Figure 1. Met3 routing.
Drawn at 4 px/um. Cells faint in the background.
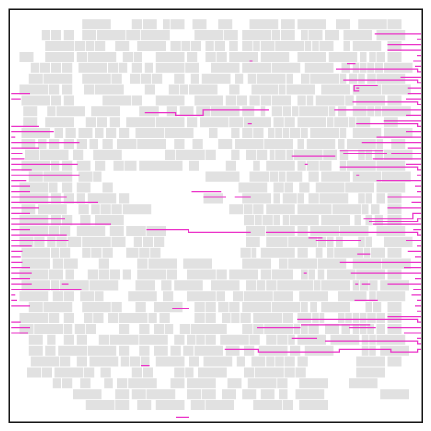
Figure 2. I/O pins on the die edge.
Drawn at 4 px/um. Pins as bars across the die edge, other pins in gray.
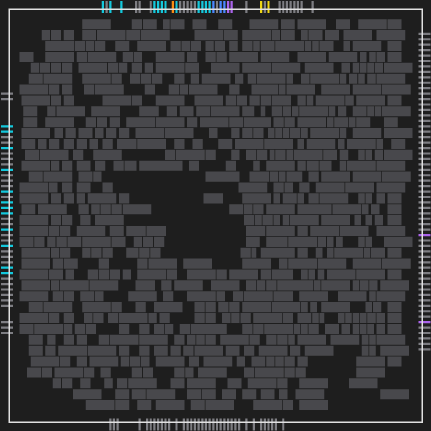
File: config.mk
export PLATFORM = sky130hd
export DESIGN_NAME = alu_exec_stage_flat
export DESIGN_NICKNAME = d
export VERILOG_FILES = /design/src/rtl/alu_pkg.sv /design/src/rtl/alu_exec_stage_if.sv /design/src/rtl/alu_op_decode.sv /design/src/rtl/alu_exec_stage.sv /design/src/flat_wrapper.sv
export SDC_FILE = /design/constraint.sdc
export NUM_CORES = 1
export LEC_CHECK = 0
export CORE_MARGIN = 2
export CORE_UTILIZATION = 43
export DETAILED_ROUTE_END_ITERATION = 10
export PLACE_DENSITY = 0.86
export SKIP_CTS_REPAIR_TIMING = 1
export SLEW_MARGIN = 20
export SYNTH_ARGS = -nofsm -noshare
export SYNTH_HDL_FRONTEND = slang
export SYNTH_SLANG_ARGS = --single-unit
File: constraint.sdc
create_clock -name clk -period 1.67 [get_ports clk]
set_clock_uncertainty 0.1 [all_clocks]
set_input_delay 0.2505 -clock clk [delete_from_list [all_inputs] [get_ports clk]]
set_output_delay 0.2505 -clock clk [all_outputs]
set_load 0.1 [all_outputs]
File: src/rtl/alu_pkg.sv
// Shared definitions for the ALU execute stage: datapath widths, opcode and
// ALU-function encodings, flag bit positions and pipeline payload structs.
package alu_pkg;

    localparam int unsigned WIDTH  = 24;
    localparam int unsigned TAGW   = 4;
    localparam int unsigned OPW    = 3;
    localparam int unsigned ALUOPW = 2;
    localparam int unsigned FLAGW  = 4;

    // Instruction opcodes
    localparam logic [OPW-1:0] OP_AND  = 3'd0;
    localparam logic [OPW-1:0] OP_OR   = 3'd1;
    localparam logic [OPW-1:0] OP_ADD  = 3'd2;
    localparam logic [OPW-1:0] OP_SUB  = 3'd3;
    localparam logic [OPW-1:0] OP_NOR  = 3'd4;
    localparam logic [OPW-1:0] OP_NAND = 3'd5;
    localparam logic [OPW-1:0] OP_SLT  = 3'd6;
    localparam logic [OPW-1:0] OP_CMP  = 3'd7;

    // ALU function select
    localparam logic [ALUOPW-1:0] ALUOP_AND = 2'b00;
    localparam logic [ALUOPW-1:0] ALUOP_OR  = 2'b01;
    localparam logic [ALUOPW-1:0] ALUOP_ADD = 2'b10;

    // Bit positions inside the {Z,N,C,V} flags vector
    localparam int unsigned FLAG_Z = 3;
    localparam int unsigned FLAG_N = 2;
    localparam int unsigned FLAG_C = 1;
    localparam int unsigned FLAG_V = 0;

    // Issue-stage (E1) payload
    typedef struct packed {
        logic [OPW-1:0]   op;
        logic [WIDTH-1:0] a;
        logic [WIDTH-1:0] b;
        logic [TAGW-1:0]  tag;
    } issue_t;

    // Writeback-stage (E2) payload
    typedef struct packed {
        logic [WIDTH-1:0] data;
        logic [TAGW-1:0]  tag;
        logic             wben;
    } wb_t;

    // Decoded control for one opcode
    typedef struct packed {
        logic [ALUOPW-1:0] alu_op;
        logic              a_invert;
        logic              b_negate;
        logic              is_arith;
        logic              wben;
        logic              is_slt;
    } dec_t;

endpackage

File: src/rtl/alu_exec_stage_if.sv
// Instruction-in and writeback-out handshake bus of the ALU execute stage.
//   in_*  : upstream instruction (valid/ready, opcode, operands, tag)
//   out_* : writeback entry (valid/ready, data, tag, register-file write enable)
// master = the environment around the stage, slave = the stage itself.
interface alu_exec_stage_if;
    import alu_pkg::*;

    logic             in_valid;
    logic             in_ready;
    logic [OPW-1:0]   in_op;
    logic [WIDTH-1:0] in_a;
    logic [WIDTH-1:0] in_b;
    logic [TAGW-1:0]  in_tag;

    logic             out_valid;
    logic             out_ready;
    logic [WIDTH-1:0] out_data;
    logic [TAGW-1:0]  out_tag;
    logic             out_wben;

    modport master (
        output in_valid, in_op, in_a, in_b, in_tag,
        input  in_ready,
        input  out_valid, out_data, out_tag, out_wben,
        output out_ready
    );

    modport slave (
        input  in_valid, in_op, in_a, in_b, in_tag,
        output in_ready,
        output out_valid, out_data, out_tag, out_wben,
        input  out_ready
    );

endinterface

File: src/rtl/alu_op_decode.sv
// Combinational opcode decoder: maps an instruction opcode onto the ALU
// function select, operand inversion controls and writeback attributes.
//   op  : instruction opcode
//   dec : {alu_op, a_invert, b_negate, is_arith, wben, is_slt}
module alu_op_decode
    import alu_pkg::*;
(
    input  logic [OPW-1:0] op,
    output dec_t           dec
);

    always_comb begin
        dec          = '0;
        dec.wben     = 1'b1;
        case (op)
            OP_AND: dec.alu_op = ALUOP_AND;
            OP_OR:  dec.alu_op = ALUOP_OR;
            OP_ADD: begin
                dec.alu_op   = ALUOP_ADD;
                dec.is_arith = 1'b1;
            end
            OP_SUB: begin
                dec.alu_op   = ALUOP_ADD;
                dec.b_negate = 1'b1;
                dec.is_arith = 1'b1;
            end
            // NOR/NAND via De Morgan on inverted operands
            OP_NOR: begin
                dec.alu_op   = ALUOP_AND;
                dec.a_invert = 1'b1;
                dec.b_negate = 1'b1;
            end
            OP_NAND: begin
                dec.alu_op   = ALUOP_OR;
                dec.a_invert = 1'b1;
                dec.b_negate = 1'b1;
            end
            OP_SLT: begin
                dec.alu_op   = ALUOP_ADD;
                dec.b_negate = 1'b1;
                dec.is_arith = 1'b1;
                dec.is_slt   = 1'b1;
            end
            OP_CMP: begin
                dec.alu_op   = ALUOP_ADD;
                dec.b_negate = 1'b1;
                dec.is_arith = 1'b1;
                dec.wben     = 1'b0;
            end
            default: dec.alu_op = ALUOP_AND;
        endcase
    end

endmodule

File: src/rtl/alu_exec_stage.sv
// Execute stage around an external 24-bit combinational ALU.
// Two registered stages: E1 (issue) drives the ALU, E2 (writeback) holds the
// result for the consumer. Also keeps architectural flags and sticky overflow.
//   clk, rst_n      : clock, synchronous active-low reset
//   bus             : instruction-in / writeback-out handshakes (slave side)
//   alu_a/b/op, alu_a_invert, alu_b_negate : ALU controls, combinational from E1
//   alu_result/zero/overflow/carry_out     : ALU results
//   flags           : {Z,N,C,V}, updated on each E1->E2 transfer
//   sticky_v        : set on any signed overflow, cleared only by reset
module alu_exec_stage
    import alu_pkg::*;
(
    input  logic              clk,
    input  logic              rst_n,
    alu_exec_stage_if.slave   bus,
    output logic [WIDTH-1:0]  alu_a,
    output logic [WIDTH-1:0]  alu_b,
    output logic [ALUOPW-1:0] alu_op,
    output logic              alu_a_invert,
    output logic              alu_b_negate,
    input  logic [WIDTH-1:0]  alu_result,
    input  logic              alu_zero,
    input  logic              alu_overflow,
    input  logic              alu_carry_out,
    output logic [FLAGW-1:0]  flags,
    output logic              sticky_v
);

    issue_t           e1_q;
    logic             e1_valid_q;
    wb_t              e2_q;
    logic             e2_valid_q;
    logic [FLAGW-1:0] flags_q;
    logic             sticky_q;

    dec_t             dec;
    logic             e2_free_c;
    logic             xfer_c;
    logic             in_ready_c;
    logic             accept_c;
    wb_t              wb_c;
    logic [FLAGW-1:0] flags_c;
    logic             sticky_c;

    alu_op_decode u_decode (
        .op  (e1_q.op),
        .dec (dec)
    );

    // Handshake: E2 frees when empty or draining; E1 accepts when it can move on
    assign e2_free_c  = ~e2_valid_q | bus.out_ready;
    assign xfer_c     = e1_valid_q & e2_free_c;
    assign in_ready_c = ~e1_valid_q | e2_free_c;
    assign accept_c   = bus.in_valid & in_ready_c;

    // ALU drive, quiet when E1 is empty
    always_comb begin
        alu_a        = '0;
        alu_b        = '0;
        alu_op       = '0;
        alu_a_invert = 1'b0;
        alu_b_negate = 1'b0;
        if (e1_valid_q) begin
            alu_a        = e1_q.a;
            alu_b        = e1_q.b;
            alu_op       = dec.alu_op;
            alu_a_invert = dec.a_invert;
            alu_b_negate = dec.b_negate;
        end
    end

    // Writeback payload and flag values captured on transfer
    always_comb begin
        wb_c      = '0;
        flags_c   = '0;
        wb_c.tag  = e1_q.tag;
        wb_c.wben = dec.wben;
        // SLT: sign of (a-b) corrected by overflow gives the signed less-than
        if (dec.is_slt) begin
            wb_c.data = WIDTH'(alu_result[WIDTH-1] ^ alu_overflow);
        end else begin
            wb_c.data = alu_result;
        end
        flags_c[FLAG_Z] = alu_zero;
        flags_c[FLAG_N] = alu_result[WIDTH-1];
        if (dec.is_arith) begin
            flags_c[FLAG_C] = alu_carry_out;
            flags_c[FLAG_V] = alu_overflow;
        end
        sticky_c = sticky_q | (dec.is_arith & alu_overflow);
    end

    // Pipeline, flag and sticky registers
    always_ff @(posedge clk) begin
        if (!rst_n) begin
            e1_valid_q <= 1'b0;
            e1_q       <= '0;
            e2_valid_q <= 1'b0;
            e2_q       <= '0;
            flags_q    <= '0;
            sticky_q   <= 1'b0;
        end else begin
            e1_valid_q <= accept_c | (e1_valid_q & ~xfer_c);
            if (accept_c) begin
                e1_q.op  <= bus.in_op;
                e1_q.a   <= bus.in_a;
                e1_q.b   <= bus.in_b;
                e1_q.tag <= bus.in_tag;
            end
            e2_valid_q <= xfer_c | (e2_valid_q & ~bus.out_ready);
            if (xfer_c) begin
                e2_q     <= wb_c;
                flags_q  <= flags_c;
                sticky_q <= sticky_c;
            end
        end
    end

    assign bus.in_ready  = in_ready_c;
    assign bus.out_valid = e2_valid_q;
    assign bus.out_data  = e2_q.data;
    assign bus.out_tag   = e2_q.tag;
    assign bus.out_wben  = e2_q.wben;
    assign flags         = flags_q;
    assign sticky_v      = sticky_q;

endmodule

File: src/flat_wrapper.sv
// flat-port wrapper written by rule: the top's interface ports become plain ports
module alu_exec_stage_flat import alu_pkg::*;
  (clk, rst_n, alu_a, alu_b, alu_op, alu_a_invert, alu_b_negate, alu_result, alu_zero, alu_overflow, alu_carry_out, flags, sticky_v, bus_in_valid, bus_in_op, bus_in_a, bus_in_b, bus_in_tag, bus_in_ready, bus_out_valid, bus_out_data, bus_out_tag, bus_out_wben, bus_out_ready);
  alu_exec_stage_if bus_i ();
  input  logic clk;
  input  logic rst_n;
  output logic [WIDTH-1:0] alu_a;
  output logic [WIDTH-1:0] alu_b;
  output logic [ALUOPW-1:0] alu_op;
  output logic alu_a_invert;
  output logic alu_b_negate;
  input  logic [WIDTH-1:0] alu_result;
  input  logic alu_zero;
  input  logic alu_overflow;
  input  logic alu_carry_out;
  output logic [FLAGW-1:0] flags;
  output logic sticky_v;
  input wire logic [$bits(bus_i.in_valid)-1:0] bus_in_valid;
  input wire logic [$bits(bus_i.in_op)-1:0] bus_in_op;
  input wire logic [$bits(bus_i.in_a)-1:0] bus_in_a;
  input wire logic [$bits(bus_i.in_b)-1:0] bus_in_b;
  input wire logic [$bits(bus_i.in_tag)-1:0] bus_in_tag;
  output wire logic [$bits(bus_i.in_ready)-1:0] bus_in_ready;
  output wire logic [$bits(bus_i.out_valid)-1:0] bus_out_valid;
  output wire logic [$bits(bus_i.out_data)-1:0] bus_out_data;
  output wire logic [$bits(bus_i.out_tag)-1:0] bus_out_tag;
  output wire logic [$bits(bus_i.out_wben)-1:0] bus_out_wben;
  input wire logic [$bits(bus_i.out_ready)-1:0] bus_out_ready;
  assign bus_i.in_valid = bus_in_valid;
  assign bus_i.in_op = bus_in_op;
  assign bus_i.in_a = bus_in_a;
  assign bus_i.in_b = bus_in_b;
  assign bus_i.in_tag = bus_in_tag;
  assign bus_in_ready = bus_i.in_ready;
  assign bus_out_valid = bus_i.out_valid;
  assign bus_out_data = bus_i.out_data;
  assign bus_out_tag = bus_i.out_tag;
  assign bus_out_wben = bus_i.out_wben;
  assign bus_i.out_ready = bus_out_ready;
  alu_exec_stage u_core (.clk(clk), .rst_n(rst_n), .bus(bus_i), .alu_a(alu_a), .alu_b(alu_b), .alu_op(alu_op), .alu_a_invert(alu_a_invert), .alu_b_negate(alu_b_negate), .alu_result(alu_result), .alu_zero(alu_zero), .alu_overflow(alu_overflow), .alu_carry_out(alu_carry_out), .flags(flags), .sticky_v(sticky_v));
endmodule
==> flow_summary.toml <==
# yosys + openroad results
[yosys]
compound_area_share_pct = 28.0
synth_flops = 91
synth-simple-area-share_pct = 21.7

[layout]
n_antenna_cell = 0
nets = 713
final_area_um2 = 7320
nClkBuffers = 12
inverters = 4
fin_cells = 765

[status]
status = "finished, violations left"
failed_checks = "negative setup slack"

[clocking]
clockRootBuffer = "clkbuf_8"

[floorplanning]
die-height_um = 103
io_pins = 174
chipArea_um2 = 10600
core_area_um2 = 9640
num_rows = 36

[setup_path]
crit_type = "register to primary output"
slowest_stage = "dfxtp_4"

[final_timing]
fin_ws_ns = -0.0222
hold_slack_ns = 0.255
finalSetupViolCount = 32

[detailed_routing]
ant_nets = 0

[global_route]
grt-ovfl-total = 0
## Picture notes: Figure 1
longest straight run	37.7 um
nets with wire on the layer	116
share of all routed wire	7.9%
wire length on this layer	1010 um

## Picture notes: Figure 2
color	port	pins	direction	edge
blue	bus_in_op	3	input	top
yellow	alu_op	2	output	top
orange	bus_in_valid	1	input	top
cyan	alu_a	24	output	12 top, 12 left
purple	bus_in_tag	4	input	2 right, 2 top
all pins by edge	59 right, 40 top, 39 left, 36 bottom

## worst paths after layout
path	to	slack, ns
worst min-delay path	u_core.bus.out_tag[3]	0.26
worst max register to register	u_core.e1_q[0]	0.20
worst min register to register	u_core.bus.out_tag[3]	0.36
worst max-delay path	alu_b[0]	-0.02
## Yosys cell counts (2+ instances only)
library cell / instances
nor3_1: 2
nor3b_1: 2
clkbuf_2: 4
nand3_1: 7
buf_6: 4
buf_2: 6
inv_1: 2
o21ai_1: 6
a21oi_1: 36
a21boi_0: 55
nand4_1: 25
o21a_1: 55
clkbuf_1: 41
and3_1: 55
dfxtp_1: 91
o21ai_0: 25
and2_1: 49
## report_power, final
group,internal [uW],switching [uW]
Combinational,619,786
Clock,833,786
Sequential,2280,85.0
